==> config.mk <==
export PLATFORM = sky130hd
export DESIGN_NAME = fetch_prefetch
export DESIGN_NICKNAME = d
export VERILOG_FILES = /design/src/rtl/fetch_prefetch.sv
export SDC_FILE = /design/constraint.sdc
export NUM_CORES = 1
export LEC_CHECK = 0
export ABC_CLOCK_PERIOD_IN_PS = 3000
export CAP_MARGIN = 15
export CELL_PAD_IN_SITES_DETAIL_PLACEMENT = 1
export CELL_PAD_IN_SITES_GLOBAL_PLACEMENT = 1
export CORE_MARGIN = 10
export CORE_UTILIZATION = 42
export DETAILED_ROUTE_END_ITERATION = 7
export PLACE_DENSITY = 0.74
export SLEW_MARGIN = 20
export SYNTH_ARGS = -nofsm -noshare
export SYNTH_HDL_FRONTEND = slang
export SYNTH_SLANG_ARGS = --single-unit
==> constraint.sdc <==
create_clock -name clk_i -period 3 [get_ports clk_i]
set_clock_uncertainty 0.15 [all_clocks]
set_input_delay 0.6 -clock clk_i [delete_from_list [all_inputs] [get_ports clk_i]]
set_output_delay 0.6 -clock clk_i [all_outputs]
set_load 0.005 [all_outputs]
==> src/rtl/fetch_prefetch.sv <==
// Instruction-fetch front end: keeps up to Depth requests in flight and queues returned words in order.
// Optional FETCH_BYPASS_EN forwards a live response straight to decode when the queue is empty.
module fetch_prefetch #(
  parameter int unsigned     Xlen    = 32,
  parameter int unsigned     Ilen    = 32,
  parameter int unsigned     Depth   = 4,
  parameter logic [Xlen-1:0] ResetPc = '0
) (
  input  logic            clk_i,
  input  logic            rst_i,
  input  logic            control_hazard_i,
  input  logic [Xlen-1:0] pc_target_i,
  input  logic            mem_ready_i,
  output logic            mem_valid_o,
  output logic [Xlen-1:0] mem_addr_o,
  input  logic [Xlen-1:0] mem_rdata_i,
  input  logic            mem_rvalid_i,
  input  logic            inst_ready_i,
  output logic            inst_valid_o,
  output logic [Xlen-1:0] inst_pc_o,
  output logic [Ilen-1:0] inst_data_o
);

  localparam int unsigned PW = $clog2(Depth);
  localparam int unsigned CW = PW + 1;
  localparam logic [CW:0] DEPTH_C = (CW+1)'(Depth);

  function automatic logic [Xlen-1:0] align_pc(input logic [Xlen-1:0] a);
    return {a[Xlen-1:2], 2'b00};
  endfunction

  logic [Xlen-1:0] pc_q, resp_pc_q;
  logic [CW-1:0]   occ_q, out_q, disc_q;
  logic [PW-1:0]   rd_ptr_q, wr_ptr_q;
  logic [Xlen-1:0] pc_mem [Depth];
  logic [Ilen-1:0] dat_mem [Depth];

  logic [CW:0] inflight;
  logic        issue, live, byp, wr_en, pop, occ_nz;

  assign inflight    = {1'b0, occ_q} + {1'b0, out_q};
  assign mem_valid_o = !rst_i && !control_hazard_i && (inflight < DEPTH_C);
  assign mem_addr_o  = pc_q;
  assign issue       = mem_valid_o && mem_ready_i;
  assign live        = mem_rvalid_i && (disc_q == '0) && !control_hazard_i;
  assign occ_nz      = (occ_q != '0);

`ifdef FETCH_BYPASS_EN
  assign byp = live && !occ_nz;
`else
  assign byp = 1'b0;
`endif

  // A bypassed response taken by decode this cycle never enters the queue.
  assign wr_en = live && !(byp && inst_ready_i);
  assign pop   = occ_nz && inst_ready_i && !control_hazard_i;

  assign inst_valid_o = occ_nz || byp;
  assign inst_pc_o    = occ_nz ? pc_mem[rd_ptr_q]  : (byp ? resp_pc_q : '0);
  assign inst_data_o  = occ_nz ? dat_mem[rd_ptr_q] : (byp ? mem_rdata_i[Ilen-1:0] : '0);

  // Control state: redirect overrides issue/response/pop bookkeeping.
  always_ff @(posedge clk_i or posedge rst_i) begin
    if (rst_i) begin
      pc_q      <= ResetPc;
      resp_pc_q <= ResetPc;
      occ_q     <= '0;
      out_q     <= '0;
      disc_q    <= '0;
      rd_ptr_q  <= '0;
      wr_ptr_q  <= '0;
    end else if (control_hazard_i) begin
      pc_q      <= align_pc(pc_target_i);
      resp_pc_q <= align_pc(pc_target_i);
      occ_q     <= '0;
      rd_ptr_q  <= '0;
      wr_ptr_q  <= '0;
      out_q     <= out_q - CW'(mem_rvalid_i);
      disc_q    <= out_q - CW'(mem_rvalid_i);
    end else begin
      if (issue) pc_q <= pc_q + Xlen'(4);
      if (live) resp_pc_q <= resp_pc_q + Xlen'(4);
      out_q <= out_q + CW'(issue) - CW'(mem_rvalid_i);
      if (mem_rvalid_i && !live && (disc_q != '0)) disc_q <= disc_q - CW'(1);
      if (wr_en) wr_ptr_q <= wr_ptr_q + PW'(1);
      if (pop) rd_ptr_q <= rd_ptr_q + PW'(1);
      occ_q <= occ_q + CW'(wr_en) - CW'(pop);
    end
  end

  // Queue storage: data only, visibility is governed by occ_q.
  always_ff @(posedge clk_i) begin
    if (wr_en) begin
      pc_mem[wr_ptr_q]  <= resp_pc_q;
      dat_mem[wr_ptr_q] <= mem_rdata_i[Ilen-1:0];
    end
  end

endmodule

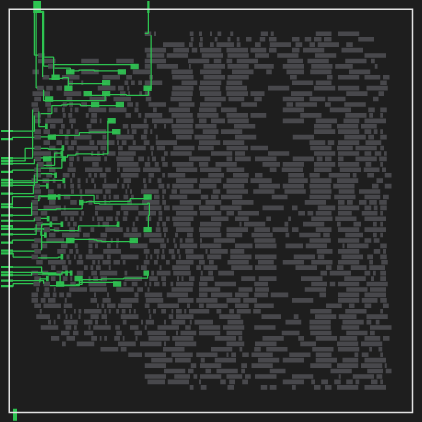
(images/port_nets.png)
Drawn at 2 px/um.
legend:
  green:
    port: pc_target_i
    bits: 32
    direction: input
    end_cells: 43
    buffers: 30
    wire: 1390 um
number of input and output port buffers inserted: 161
number of placed I/O pins: 168

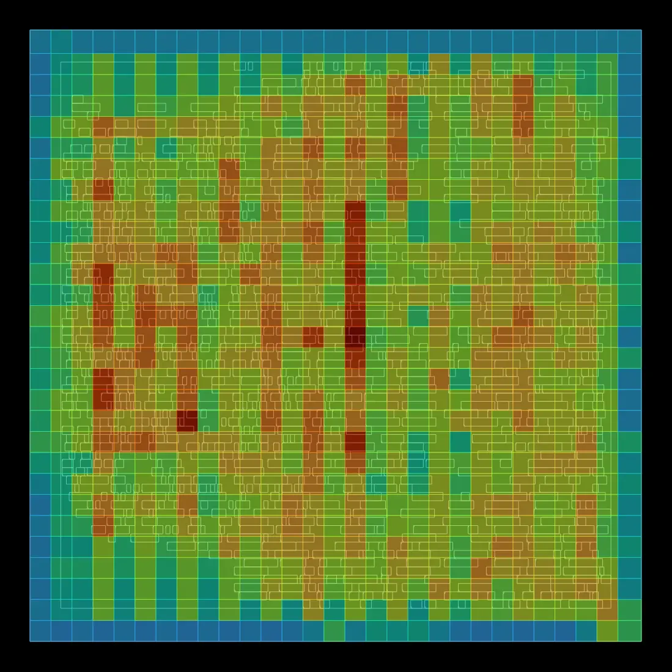
(images/final_congestion.png)
total routing usage reported by global routing: 16.92%
global-route track usage on met1: 23.30%
post-layout util: 54.55%
most crowded layer after global routing: met2
GR Util met2: 26.49%

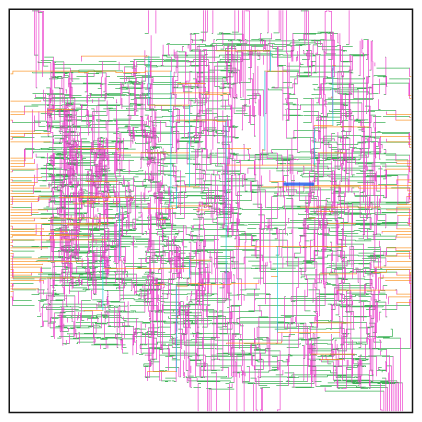
(images/metal_stack.png)
Drawn at 2 px/um.
legend:
  cyan:
    layer: met4
    wire_length: 474 um
  green:
    layer: met1
    wire_length: 15900 um
  orange:
    layer: met3
    wire_length: 2250 um
  magenta:
    layer: met2
    wire_length: 16100 um
  blue:
    layer: met5
    wire_length: 13.8 um
average wire per standard cell: 22.63 um
total wire length: 34770 um
routed via count: 8114

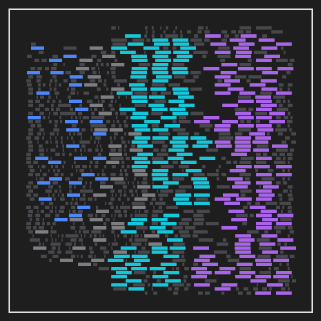
(images/registers.png)
Drawn at 1.5 px/um.
legend:
  purple:
    signal: dat_mem
    placed_flops: 128
    where: a column on the right
  cyan:
    signal: pc_mem
    placed_flops: 120
    where: a column down the middle
  blue:
    signal: mem_addr_o
    placed_flops: 30
not colored: 43
Flop+latch power: 5.35 mW
register fraction of the total cell area: 52.42%
total area of sequential cells: 9280 um^2

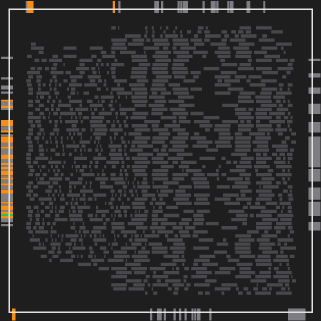
(images/pins.png)
Drawn at 1.5 px/um. Pins as bars across the die edge, other pins in gray.
legend:
  green:
    port: control_hazard_i
    pins: 1
    direction: input
    edge: left
  orange:
    port: pc_target_i
    pins: 32
    direction: input
    edge: 25 left, 5 top, 2 bottom
all pins by edge: 60 left, 54 right, 27 bottom, 27 top
vertical extent of the die: 200.9 um
horizontal die dimension: 200.9 um

==> flow_summary.toml <==
# generated from flow reports
[status]
run_status = "finished, violations left"
failed_checks = "setup timing"

[synthesis]
synth_warnings = 0
synth-async-reset-ratio_pct = 22.74
top_area_share_pct = 54.17
top_cells_by_instance_count_after_synthesis = "edfxtp_1 (248), dfrtp_1 (73), and2_1 (70)"
synth_seq_share_pct = 67.46
top_logic_kind = "multiplexers"
enable_flop_cells = 248
ys_chip_area_um2 = 13750
top_area_cell = "edfxtp_1"
ranking_of_synthesized_cells_by_area = "edfxtp_1 (54%), dfrtp_1 (13%), mux4_2 (10%)"
synth_stat.cells = 857
synth_cell_types = 57
synth.area.mux_share_pct = 12.57
synth-main-ff-cell = "edfxtp_1"
synthesis.instances = 857
yosys.area_share.aoi_pct = 2.193
post_synth.cell_area_avg_um2 = 16.04
netlist_area_before_placement_um2 = 13750
ys.flops = 321
synth-simple-area-share_pct = 10.72
synthXorXnorAreaFrac_pct = 3.249
synth_dominant_cell_count = "edfxtp_1"
synthAdderAreaFrac_pct = 1.747

[layout]
layout.cell_area.non_filler_um2 = 17700
area_delta_synth_final_pct = 28.77
post_route_cells_drive_above_1_share_pct = 26.14
final_nets = 1166
clockNetworkAreaShare_pct = 6.071
register_with_the_highest_flop_count = "dat_mem"
final_cell_mix = "edfxtp_1 (248), clkdlybuf4s50_1 (98), dfrtp_1 (70), mux4_2 (62), nand2_1 (46)"
buffers_excl_clock = 225
combAreaFraction_pct = 24.28
layout.filler_cells = 3109
layout.area.comb_um2 = 4298
layout_top_registers = "dat_mem x128, pc_mem x120"
non_clock_inverter_count = 24
layout.cells.non_filler = 1536
final-nonclk-buf-share_pct = 13.60
largest_register_ffs = 128
logic_gate_count = 471
layout.clock_buffers = 46
design.seq.count = 321
final_layout_top_logic_cell = "edfxtp_1"
antennaDiodeCount = 0
biggest_area_consumer_among_cell_classes = "sequential cells"

[drt]
detailedRoute.firstPassIterationCount = 5
antenna_left = 0
via_per_inst = 5.283
detailroute.wirelength.met2_um = 16140
wl_met3_um = 2247
wl_met1_um = 15890
top_layer_used = "met5"
drt_drc_violations_left = 0
drtIter0Drc = 445

[clock_tree]
clk_path_buf_depth = 3
post_cts_hold_buffer_count = 0
cts.repair_timing.setup_buffer_count = 23
worst_setup_hold_path_clk_slew_ns = 0.06
root_buffer_cell = "clkbuf_16"
cts-buffers-inserted = 35
tritoncts = "built"
cts.sinks = 321
clock_h_tree_levels = 2
cells_resized_by_post_cts_repair = 188
clock_insertion_delay_at_the_later_pin_of_the_skew_report_ns = 0.51

[setup_path]
worst_setup_path_endpoint = "inst_pc_o[29]"
worst_setup_path_start_kind = "flip-flop"
cp_slowest_stage_delay_ns = 0.53
setup.worst_path.start = "rd_ptr_q[0]"
critical_path.reg2reg.endpoint = "out_q[2]"
r2r.worst_path.cells = 11
crit_path_max_fanout = 4
critPathSlowestCell = "dfrtp_4"
worstReg2RegStart = "occ_q[2]"
timing.critical_path.required_ns = 2.25
critical_path_depth = 7
critPathKind = "reg2out"
critPathCaptureType = "primary output"
critical_path_buf_inv_count = 5
timing.critical_path.max_delay_family = "buffers and inverters"
cp_data_arrival_time_ns = 2.29
list_of_cells_traversed_by_the_critical_path = "buf_12, buf_12, buf_6, buf_6, mux4_2, and2_1, buf_2"
ff_to_ff_setup_slack_ns = 0.25

[power_and_ir_drop]
net-switching-power_mw = 3.538
p_int_mw = 9.906
powerClk_mw = 4.13
pwr-share-clk_pct = 30.7
max-vdd-ir-drop_v = 0.0003494
pwr-share-seq_pct = 39.8
p_per_area_nw_per_um2 = 759.4
design_power_total_mw = 13.44
power_combinational_mw = 3.96
maxPowerGroup = "sequential cells"
sw_frac_of_total_pct = 26.32
p_leak_nw = 6.323
pwr-share-comb_pct = 29.5

[timing]
total_negative_slack_for_setup_checks_ns = -0.1576
slew_violations = 0
postLayoutSetupSlackWorst_ns = -0.04425
period_used_pct = 101.5
hold_slack_ns = 0.3678
fmaxAchievable_mhz = 328.5
slew-limit-headroom_pct = 62.75
grt_setup_unrepaired = "true"
timing.final.setup_violations = 5
finalCriticalPeriod_ns = 3.044
worst_slew_pin_slew_ns = 0.5541
finalHoldViolCount = 0

[hold_path]
hold_crit_path_type = "reg2reg"
min_to = "out_q[2]"
holdPathStages = 1
holdCritStartpoint = "out_q[2]"

[floorplanning]
core_area_um2 = 32450
fp_util_pct = 42.36
chipArea_um2 = 40370
tap-cell-count = 442
rows = 66

[global_route]
wire_length_of_the_first_global_routing_pass_um = 53860
first_global_vias = 8758
grtUsageMet3_pct = 4.518
antenna_found_initial = 2
grt_max_degree = 74
grt.overflow.total = 0

[place]
preCtsSetupSlack_ns = -0.1487
placedInstanceArea_um2 = 16150
gp_routability_congestion = 0.7919
hpwl_um = 21940
number_of_placed_cells_counting_well_taps = 1450

[flow_run]
timing.max_cap.violations = 0
openroad.warnings = 34
Power is estimated from default activity; no workload was simulated.
